--- src/rtl/prio_encoder_4to2_latched.sv ---
// Latched 4-to-2 priority encoder with VALID/ACK handshake.
// Four asynchronous active-low request lines are synchronized and
// edge-detected. Each falling edge sets a sticky pending bit. The
// highest-priority pending line (3 high, 0 low) is then presented as {B,A}.
module prio_encoder_4to2_latched #(
    parameter int unsigned SYNC_STAGES = 2
) (
    input  logic       CLK,
    input  logic       RESET,
    input  logic       EI_L,
    input  logic [3:0] REQ_L,
    input  logic       ACK,
    output logic       A,
    output logic       B,
    output logic       VALID,
    output logic [3:0] PENDING,
    output logic       OVERRUN
);

    localparam int unsigned CW = SYNC_STAGES * 4;

    typedef enum logic [1:0] {
        IDLE,
        GRANT,
        CLEAR
    } state_t;

    state_t      state;
    logic [CW-1:0] sync_chain;
    logic [3:0]  sync_out;
    logic [3:0]  hist;
    logic [3:0]  fall;
    logic [3:0]  set_mask;
    logic [3:0]  clr_mask;
    logic        overrun_hit;
    logic [1:0]  code;
    logic [1:0]  top_idx;

    // Synchronizer chain: the newest sample sits in the low nibble.
    // The history flop holds the previous synced value for edge detection.
    always_ff @(posedge CLK) begin
        if (RESET) begin
            sync_chain <= '1;
            hist       <= '1;
        end else begin
            sync_chain <= {sync_chain[CW-5:0], REQ_L};
            hist       <= sync_out;
        end
    end

    // Edge detect, capture masks and the winning index for a new grant
    always_comb begin
        sync_out    = sync_chain[CW-1 -: 4];
        fall        = hist & ~sync_out;
        set_mask    = fall & {4{~EI_L}};
        clr_mask    = (state == CLEAR) ? (4'b0001 << code) : 4'b0000;
        // A set that lands in the same cycle as the clear wins, so it is not an overrun
        overrun_hit = |(set_mask & PENDING & ~clr_mask);
        top_idx     = 2'd0;
        if (PENDING[3]) begin
            top_idx = 2'd3;
        end else if (PENDING[2]) begin
            top_idx = 2'd2;
        end else if (PENDING[1]) begin
            top_idx = 2'd1;
        end
    end

    // Sticky pending bits: set has priority over the CLEAR-cycle clear
    always_ff @(posedge CLK) begin
        if (RESET) begin
            PENDING <= '0;
            OVERRUN <= 1'b0;
        end else begin
            PENDING <= (PENDING & ~clr_mask) | set_mask;
            OVERRUN <= overrun_hit;
        end
    end

    // Grant handshake FSM with registered outputs.
    // code keeps the granted index through CLEAR while {B,A} reads zero.
    always_ff @(posedge CLK) begin
        if (RESET) begin
            state <= IDLE;
            code  <= '0;
            A     <= 1'b0;
            B     <= 1'b0;
            VALID <= 1'b0;
        end else begin
            case (state)
                IDLE: begin
                    if (!EI_L && (PENDING != 4'b0000)) begin
                        state <= GRANT;
                        code  <= top_idx;
                        B     <= top_idx[1];
                        A     <= top_idx[0];
                        VALID <= 1'b1;
                    end
                end
                GRANT: begin
                    if (ACK) begin
                        state <= CLEAR;
                        A     <= 1'b0;
                        B     <= 1'b0;
                        VALID <= 1'b0;
                    end
                end
                CLEAR: begin
                    state <= IDLE;
                end
                default: begin
                    state <= IDLE;
                    A     <= 1'b0;
                    B     <= 1'b0;
                    VALID <= 1'b0;
                end
            endcase
        end
    end

endmodule

--- config.mk ---
export PLATFORM = sky130hd
export DESIGN_NAME = prio_encoder_4to2_latched
export DESIGN_NICKNAME = d
export VERILOG_FILES = /design/src/rtl/prio_encoder_4to2_latched.sv
export SDC_FILE = /design/constraint.sdc
export NUM_CORES = 1
export LEC_CHECK = 0
export CAP_MARGIN = 40
export CORE_UTILIZATION = 49
export CTS_CLUSTER_DIAMETER = 30
export DETAILED_ROUTE_END_ITERATION = 8
export PLACE_DENSITY = 0.75
export SLEW_MARGIN = 20
export SYNTH_ARGS = -nofsm -noshare
export SYNTH_HDL_FRONTEND = slang
export SYNTH_SLANG_ARGS = --single-unit
--- constraint.sdc ---
create_clock -name CLK -period 1.65 [get_ports CLK]
set_input_delay 0.33 -clock CLK [delete_from_list [all_inputs] [get_ports CLK]]
set_output_delay 0.33 -clock CLK [all_outputs]
set_load 0.01 [all_outputs]
==> images/m2.png <==
Cells faint in the background.
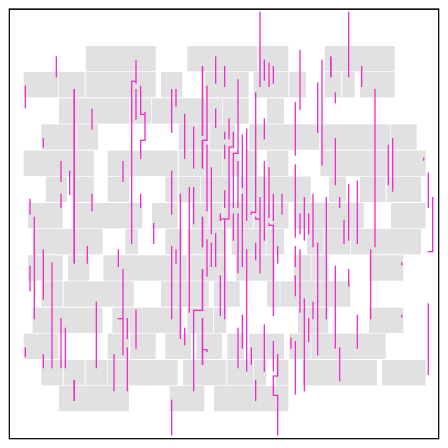
share of all routed wire: 46%
wire length on this layer: 674 um
nets with wire on the layer: 94
main direction: vertical
longest straight run: 18.0 um
Routed WL: 1470 um
via count: 671

==> images/congestion_map.png <==
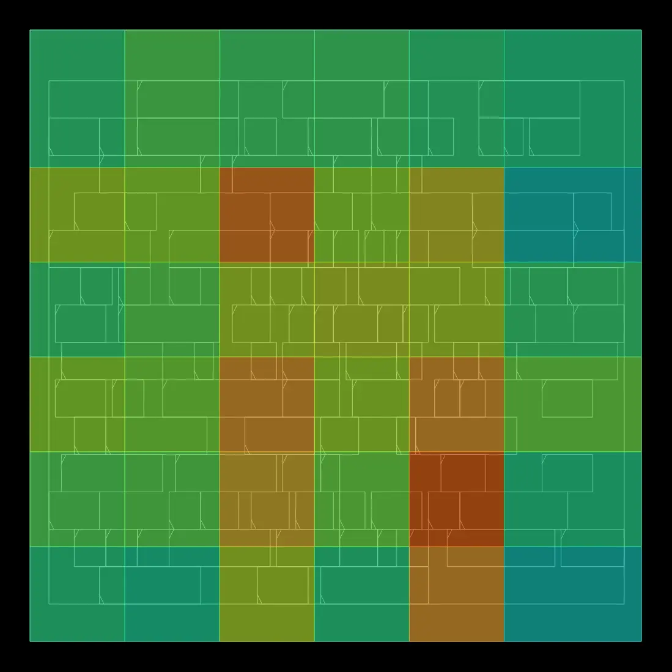
Global Route Usage Sum: 17.9%
Global Route met1 Usage: 23.0%
global-route layer with the greatest usage: met2

==> images/ff_map.png <==
Other sequential cells in the stronger gray, the rest of the logic in the fainter gray.
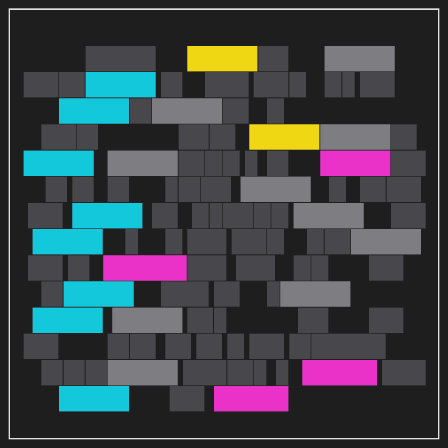
| color | netlist name | flops |
|---|---|---|
| cyan | sync_chain | 8 |
| magenta | PENDING | 4 |
| yellow | state | 2 |
not colored: 10
end-of-flow core utilization: 71.8%
sequential standard cell area: 487 sq um
reported sequential group power: 616 uW

[placed cells by master, fill, tap and decap left out, types with 2 or more instances in the layout]
cell type        instances
dfxtp_1                 21
clkdlybuf4s50_1         14
or2_2                   12
a21oi_1                  9
nor2_1                   6
o21ai_0                  3
nor3b_1                  3
clkbuf_4                 3
buf_4                    3
dfxtp_2                  2
and4bb_2                 2
o21ai_1                  2
a22oi_1                  2
nand2b_1                 2
inv_1                    2
or4bb_1                  2
o211ai_1                 2
[layer usage]
metal  routed length (um)  vias to the layer above
met5                    0                        -
met4                   14                        0
met3                   47                        2
met2                  673                       16
met1                  734                      307
li1                     -                      346
[worst paths after layout]
path              endpoint  cells after the start  slack (ns)
max             PENDING[2]                      1        0.07
min          sync_chain[7]                      1        0.43
max reg2reg        OVERRUN                      3        0.22
min reg2reg  sync_chain[7]                      1        0.43
==> results.py <==
# Metrics from the implementation run
metrics = {
    "setup_path": {
        "cp_data_required_time_ns": 1.32,
        "worst_setup_path_startpoint": "PENDING[2]",
        "critPathMaxFanout": 6,
        "endpoint_kind": "primary output",
        "slowest_delay_ns": 0.54,
        "path_cells": "clkdlybuf4s50_1",
    },
    "routing": {
        "drc": 0,
        "detail_route.vias_per_cell": 5.16,
        "dr.first_iter.drc_count": 13,
        "detailedRoute.firstPassIterationCount": 2,
        "route.detailed.wl_per_inst_um": 11.3,
    },
    "timing": {
        "fmaxAchievable_mhz": 632,
        "hold_violations": 0,
        "report.final.setup_viol": 0,
        "setup-tns-final_ns": 0,
        "setup_repair_after_global_routing_missed_its_margin": "no",
        "final_max_slew_viol_count": 0,
        "finalClockSkew_ns": 0.00532,
        "hold_slack_ns": 0.429,
        "worst-slew-pin-transition_ns": 0.368,
    },
    "yosys": {
        "enable_flop_cells": 0,
        "synth-adder-area-share_pct": 0,
        "ys_sh_xor_pct": 0,
        "top_cells_by_area": "dfxtp_1 54%, or2_2 8.5%, a21oi_1 5.1%",
        "synth_area_per_cell_sq_um": 10.4,
        "yosysChipArea_sq_um": 885,
        "yosysMostFrequentCell": "dfxtp_1",
        "ys.flop_type": "dfxtp_1",
        "synth_area_leader_cell": "dfxtp_1",
        "syn-instance-count": 85,
        "synth.cellmix.compoundShare_pct": 14.9,
        "synthSimpleGateAreaFrac_pct": 29.1,
        "synth_area_sq_um": 885,
        "yosys_cells": 85,
        "post_synthesis_net_count": 93,
    },
    "global_route": {
        "grt_pass1_vias": 598,
        "grt_first_pass_wirelength_um": 2570,
        "grt_start_max_net_pins": 16,
        "grtUsageMet3_pct": 4.90,
        "overflow": 0,
    },
    "run_status": {
        "outcome": "complete, no violations",
    },
    "pwr": {
        "top_power_group": "registers",
        "leakage_uw": 0.000425,
        "comb_cell_power_uw": 101,
        "switchingPower_uw": 223,
        "powerDensity_nw_per_um2": 891,
        "vdd.ir_drop.worst_mv": 0.653,
        "sequentialPowerShare_pct": 60.4,
        "power_share_of_the_combinational_group_pct": 9.9,
        "cell_internal_power_uw": 797,
    },
    "final_layout": {
        "area_growth_syn_to_layout_pct": 29.4,
        "n_sequential_cell": 24,
        "filler_cell_count_in_the_final_layout": 121,
        "combGateArea_sq_um": 389,
        "clock_area_share_pct": 3.17,
        "sh_comb_area_pct": 34.0,
        "count_of_plain_and_timing_repair_buffers": 19,
        "largest_cell_class": "registers",
        "signal_buffer_area_fraction_pct": 17.0,
        "num-nonclk-inverters": 2,
    },
    "clocking": {
        "cts_tree": "built",
        "cts_sinks": 24,
        "cts-root-to-sink-buffers": 2,
    },
    "floorplanning": {
        "taps": 24,
        "core_area_sq_um": 1590,
        "dieHeight_um": 44.5,
        "die_w_um": 44.5,
    },
    "placement": {
        "placement.io_buffers": 15,
        "place.detailed.instances": 126,
        "detailed_place.area_sq_um": 1100,
    },
    "run": {
        "cap_viol_max_count": 0,
    },
}
Power and IR drop assume default switching activity.
